Figure 1. A small window of the routed layout.
Region (25, 42) to (50, 67) µm. Cells in gray, sequential cells in the stronger gray; small squares are vias.
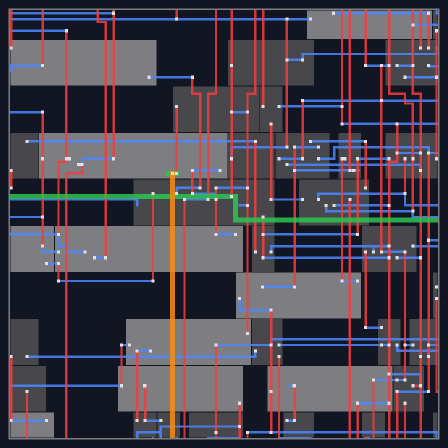
Figure 2. Cell sizes after repair.
(4 px per µm)
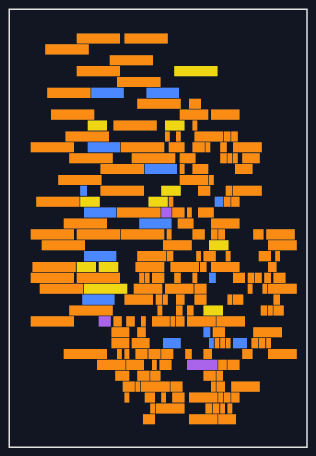
Figure 3. Signal wires on met2.
(3 px per µm)
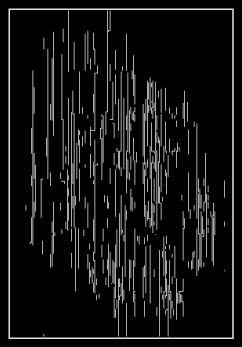
$ cat src/rtl/uart_pkg.sv
// Shared UART definitions: transmitter state encoding, parity modes and oversampling ratio.
package uart_pkg;
  localparam int OVERSAMPLE = 16;

  localparam int PAR_NONE = 0;
  localparam int PAR_EVEN = 1;
  localparam int PAR_ODD  = 2;

  typedef enum logic [2:0] {
    TX_IDLE   = 3'd0,
    TX_START  = 3'd1,
    TX_DATA   = 3'd2,
    TX_PARITY = 3'd3,
    TX_STOP   = 3'd4
  } tx_state_t;
endpackage

$ cat src/rtl/uart_tx_if.sv
// Byte write channel into the UART transmitter.
// A byte transfers on every clk edge where i_tx_valid and o_tx_ready are both high;
// o_tx_ready never depends on i_tx_valid, and i_tx_data is only meaningful while i_tx_valid is high.
interface uart_tx_if;
  logic       i_tx_valid;
  logic [7:0] i_tx_data;
  logic       o_tx_ready;

  modport master (output i_tx_valid, output i_tx_data, input o_tx_ready);
  modport slave  (input i_tx_valid, input i_tx_data, output o_tx_ready);
endinterface

$ cat src/rtl/uart_tx_fifo.sv
// Synchronous first-word-fall-through FIFO holding bytes waiting to be serialised.
module uart_tx_fifo #(
  parameter int DEPTH = 4
) (
  input  logic       clk,
  input  logic       reset,
  input  logic       push,
  input  logic       pop,
  input  logic [7:0] din,
  output logic [7:0] dout,
  output logic       full,
  output logic       empty
);
  localparam int AW = $clog2(DEPTH);

  logic [7:0]  mem [DEPTH];
  logic [AW:0] wr_ptr;
  logic [AW:0] rd_ptr;

  // Extra pointer MSB separates full (MSBs differ) from empty (pointers equal).
  assign empty = (wr_ptr == rd_ptr);
  assign full  = (wr_ptr[AW] != rd_ptr[AW]) && (wr_ptr[AW-1:0] == rd_ptr[AW-1:0]);
  assign dout  = mem[rd_ptr[AW-1:0]];

  always_ff @(posedge clk) begin
    if (push && !full) mem[wr_ptr[AW-1:0]] <= din;
  end

  always_ff @(posedge clk) begin
    if (reset) begin
      wr_ptr <= '0;
      rd_ptr <= '0;
    end else begin
      if (push && !full) wr_ptr <= wr_ptr + 1'b1;
      if (pop && !empty) rd_ptr <= rd_ptr + 1'b1;
    end
  end
endmodule

$ cat src/rtl/uart_tx.sv
// UART transmitter: FIFO-buffered bytes sent LSB-first as start, 8 data, optional parity, 1-2 stop bits,
// with every bit lasting OVERSAMPLE ticks of the shared 16x baud enable.
module uart_tx
  import uart_pkg::*;
#(
  parameter int FIFO_DEPTH = 4,
  parameter int PARITY     = PAR_NONE,
  parameter int STOP_BITS  = 1
) (
  input  logic      clk,
  input  logic      reset,
  input  logic      i_clk_tx,
  uart_tx_if.slave  bus,
  output logic      o_txd,
  output logic      TxDone,
  output logic      o_busy,
  output tx_state_t dbg_state
);
  tx_state_t  state;
  logic [3:0] tick_cnt;
  logic [2:0] bit_idx;
  logic       stop_cnt;
  logic [7:0] shreg;
  logic       par_bit;

  logic       fifo_full;
  logic       fifo_empty;
  logic [7:0] fifo_dout;
  logic       pop;
  logic       bit_end;

  assign bus.o_tx_ready = !fifo_full;
  assign pop            = (state == TX_IDLE) && !fifo_empty;
  assign bit_end        = i_clk_tx && (tick_cnt == 4'(OVERSAMPLE - 1));
  assign o_busy         = (state != TX_IDLE);
  assign dbg_state      = state;

  uart_tx_fifo #(.DEPTH(FIFO_DEPTH)) u_fifo (
    .clk   (clk),
    .reset (reset),
    .push  (bus.i_tx_valid && bus.o_tx_ready),
    .pop   (pop),
    .din   (bus.i_tx_data),
    .dout  (fifo_dout),
    .full  (fifo_full),
    .empty (fifo_empty)
  );

  // o_txd is loaded alongside every state change so the line moves on the same edge as the state.
  always_ff @(posedge clk) begin
    if (reset) begin
      state    <= TX_IDLE;
      tick_cnt <= '0;
      bit_idx  <= '0;
      stop_cnt <= 1'b0;
      shreg    <= '0;
      par_bit  <= 1'b0;
      o_txd    <= 1'b1;
      TxDone   <= 1'b0;
    end else begin
      TxDone <= 1'b0;
      if (state != TX_IDLE && i_clk_tx) tick_cnt <= bit_end ? 4'd0 : tick_cnt + 4'd1;
      case (state)
        TX_IDLE: begin
          o_txd <= 1'b1;
          if (!fifo_empty) begin
            shreg    <= fifo_dout;
            tick_cnt <= '0;
            bit_idx  <= '0;
            stop_cnt <= 1'b0;
            par_bit  <= (PARITY == PAR_ODD) ? ~^fifo_dout : ^fifo_dout;
            state    <= TX_START;
            o_txd    <= 1'b0;
          end
        end
        TX_START: begin
          if (bit_end) begin
            state <= TX_DATA;
            o_txd <= shreg[0];
          end
        end
        TX_DATA: begin
          if (bit_end) begin
            shreg   <= shreg >> 1;
            bit_idx <= bit_idx + 3'd1;
            if (bit_idx == 3'd7) begin
              if (PARITY != PAR_NONE) begin
                state <= TX_PARITY;
                o_txd <= par_bit;
              end else begin
                state <= TX_STOP;
                o_txd <= 1'b1;
              end
            end else begin
              o_txd <= shreg[1];
            end
          end
        end
        TX_PARITY: begin
          if (bit_end) begin
            state <= TX_STOP;
            o_txd <= 1'b1;
          end
        end
        TX_STOP: begin
          o_txd <= 1'b1;
          if (bit_end) begin
            if (stop_cnt == 1'(STOP_BITS - 1)) begin
              state  <= TX_IDLE;
              TxDone <= 1'b1;
            end else begin
              stop_cnt <= stop_cnt + 1'b1;
            end
          end
        end
        default: begin
          state <= TX_IDLE;
          o_txd <= 1'b1;
        end
      endcase
    end
  end
endmodule
$ cat src/flat_wrapper.sv
// flat-port wrapper written by rule: the top's interface ports become plain ports
module uart_tx_flat import uart_pkg::*;
#(
  parameter int FIFO_DEPTH = 4,
  parameter int PARITY     = PAR_NONE,
  parameter int STOP_BITS  = 1
)
  (clk, reset, i_clk_tx, o_txd, TxDone, o_busy, dbg_state, bus_i_tx_valid, bus_i_tx_data, bus_o_tx_ready);
  uart_tx_if bus_i ();
  input  logic clk;
  input  logic reset;
  input  logic i_clk_tx;
  output logic o_txd;
  output logic TxDone;
  output logic o_busy;
  output tx_state_t dbg_state;
  input wire logic [$bits(bus_i.i_tx_valid)-1:0] bus_i_tx_valid;
  input wire logic [$bits(bus_i.i_tx_data)-1:0] bus_i_tx_data;
  output wire logic [$bits(bus_i.o_tx_ready)-1:0] bus_o_tx_ready;
  assign bus_i.i_tx_valid = bus_i_tx_valid;
  assign bus_i.i_tx_data = bus_i_tx_data;
  assign bus_o_tx_ready = bus_i.o_tx_ready;
  uart_tx #(.FIFO_DEPTH(FIFO_DEPTH), .PARITY(PARITY), .STOP_BITS(STOP_BITS)) u_core (.clk(clk), .reset(reset), .i_clk_tx(i_clk_tx), .bus(bus_i), .o_txd(o_txd), .TxDone(TxDone), .o_busy(o_busy), .dbg_state(dbg_state));
endmodule
$ cat config.mk
export PLATFORM = sky130hd
export DESIGN_NAME = uart_tx_flat
export DESIGN_NICKNAME = d
export VERILOG_FILES = /design/src/rtl/uart_pkg.sv /design/src/rtl/uart_tx_if.sv /design/src/rtl/uart_tx_fifo.sv /design/src/rtl/uart_tx.sv /design/src/flat_wrapper.sv
export SDC_FILE = /design/constraint.sdc
export NUM_CORES = 1
export LEC_CHECK = 0
export CAP_MARGIN = 0
export CORE_ASPECT_RATIO = 1.5
export CORE_MARGIN = 2
export CORE_UTILIZATION = 35
export CTS_CLUSTER_SIZE = 20
export DETAILED_ROUTE_END_ITERATION = 16
export DONT_BUFFER_PORTS = 1
export HOLD_SLACK_MARGIN = 0.03
export SLEW_MARGIN = 20
export SYNTH_ARGS = -nofsm -noshare
export SYNTH_HDL_FRONTEND = slang
export SYNTH_SLANG_ARGS = --single-unit
$ cat constraint.sdc
create_clock -name clk -period 4.3 [get_ports clk]
set_input_delay 0.43 -clock clk [delete_from_list [all_inputs] [get_ports clk]]
set_output_delay 0.43 -clock clk [all_outputs]
set_load 0.01 [all_outputs]
==> impl_metrics.env <==
# physical design summary
export IMPL_cts_resized=0
export IMPL_ys_cells=203
export IMPL_remaining_drc_errors=0
export IMPL_core_um2=7180
export IMPL_crit_end="u_core.tick_cnt[3]"
export IMPL_drt_initial_drc_count=103
export IMPL_ys_seq_share_pct=59.0
export IMPL_die_height_um=109
export IMPL_hold_violations=0
export IMPL_p_leak_nw=0.979
export IMPL_finalCriticalPeriod_ps=2100
export IMPL_status="complete, no violations"
export IMPL_p_sw_share_pct=29.6
export IMPL_crit_type="reg2reg"
export IMPL_relSlewSlack_pct=30.6
export IMPL_worstRegToRegCells=4
export IMPL_finalSetupViolations=0
export IMPL_grt_pass1_wl_um=8070
export IMPL_clk_pin_slew_ps=70
export IMPL_worstHoldPathType="in2reg"
export IMPL_grt_usage_pct=13.6
export IMPL_netlist_area_um2=2580
export IMPL_numCtsBuffers=9
export IMPL_power_density_nw_per_um2=582
export IMPL_top_area_share_pct=37.3
export IMPL_critPathRequiredTime_ps=4540
export IMPL_wl_per_cell_um=15.3
export IMPL_avgViaCountPerCell=4.97
export IMPL_r2r_slack_ps=2200
About Figure 1:
| layer | color |
|---|---|
| met4 | orange |
| met3 | green |
| met1 | blue |
| met2 | red |
sequential cells in the window: 8
cells with their middle in the window: 29
most frequent: dfxtp_1 (5)
netlist names of flops here include: u_core.shreg (3), u_core.u_fifo.mem (3)

About Figure 2:
| size | color | cells | share |
|---|---|---|---|
| drive 2 | blue | 15 | 7.1% |
| drive 1 or less | orange | 181 | 86% |
| drive 3 to 4 | purple | 3 | 1.4% |
| drive 6 and up | yellow | 11 | 5.2% |
design area: 2870 µm²
setup slack after layout: 2200 ps
area delta synth->final: 11.2%

About Figure 3:
main direction: vertical
share of all routed wire: 52%
nets with wire on the layer: 184
DRT Wirelength: 4730 µm
grt met2 use: 22.5%
Vias: 1,542

## state kept, by name, indices dropped and copies added (netlist names), named ones only
| name | cells |
|---|---|
| u_core.dbg_state | 3 |
| u_core.u_fifo.wr_ptr | 3 |
| u_core.u_fifo.mem | 32 |
| u_core.TxDone | 1 |
| u_core.o_txd | 1 |
| u_core.tick_cnt | 4 |
| u_core.u_fifo.rd_ptr | 3 |
| u_core.shreg | 8 |
| u_core.bit_idx | 3 |
## cell type report
type                            count  area [µm²]
Clock buffer                        9         124
Clock inverter                      7        91.3
Fill cell                         703        4310
Inverter                           11        41.3
Multi-Input combinational cell    123         963
Sequential cell                    60        1520
Tap cell                          100         125
## metal layers
layer  up-vias  track usage, %  share of wire (%)
li1        768               -                  -
met1       748            15.7                 43
met2        21            22.5                 52
met3         5            4.44                3.2
met4         0            6.62                1.6
met5         -               0                  0
## logic make-up after synthesis
logic type	count (synthesis)	share of synthesized area [%]
xor gates and xnor gates	10	3.40
DFF	60	59.0
and+or+nand+nor	59	11.3
buffers and inverters	20	3.64
adders and majority gates	8	3.88
muxes	9	7.37
AOI/OAI and AO/OA	37	11.5
## synth_stat cells, drive strengths merged (3+ instances only)
cell and instances:
nand2 16, xor2 5, a21oi 9, inv 11, dfxtp 28, xnor2 5
or3 3, clkbuf 5, buf 4, nor2 15, and2 4, o21ai 4
edfxtp 32, ha 8, mux4 8, o221a 5, nor3 5, a311oi 7
nand3 9
## stage by stage
stage               total power (W)  utilization, %  hold slack (ps)  cell area (µm²)  setup WS, ps
global route                0.00177            39.9              145             2870          1950
finish                      0.00167            39.9              167             2870          2200
floorplan                   0.00106               -              443             2580          2670
global placement            0.00113            36.9              451             2650          2250
detailed placement          0.00113            36.9              466             2650          2200
CTS                         0.00169            39.9              151             2870          2180
## how the worst min path moves through the flow
stage	cells past startpoint	end	startpoint
final	1	u_core.TxDone	reset
after detailed placement	2	u_core.bit_idx[2]	u_core.bit_idx[2]
after global placement	2	u_core.shreg[7]	u_core.shreg[7]
after CTS	1	u_core.u_fifo.rd_ptr[2]	reset
after floorplan	2	u_core.shreg[2]	u_core.shreg[2]
after global routing	1	u_core.TxDone	reset
## critical path, delay by kind of cell, from the launching register on
family | cells | cell delay (ps)
compound gates | 2 | 1150
flops | 1 | 440
simple gates | 1 | 260
xor+xnor | 1 | 170
## power by group through the flow
stage	Clock [W]	Combinational [W]	Sequential, W
2_1_floorplan	0	0.000323	0.000737
3_3_place_gp	0	0.000353	0.000773
3_5_place_dp	0	0.000357	0.000776
4_1_cts	0.000565	0.000360	0.000763
5_1_grt	0.000594	0.000400	0.000774
6_report	0.000553	0.000355	0.000760
Power is estimated from default activity; no workload was simulated.
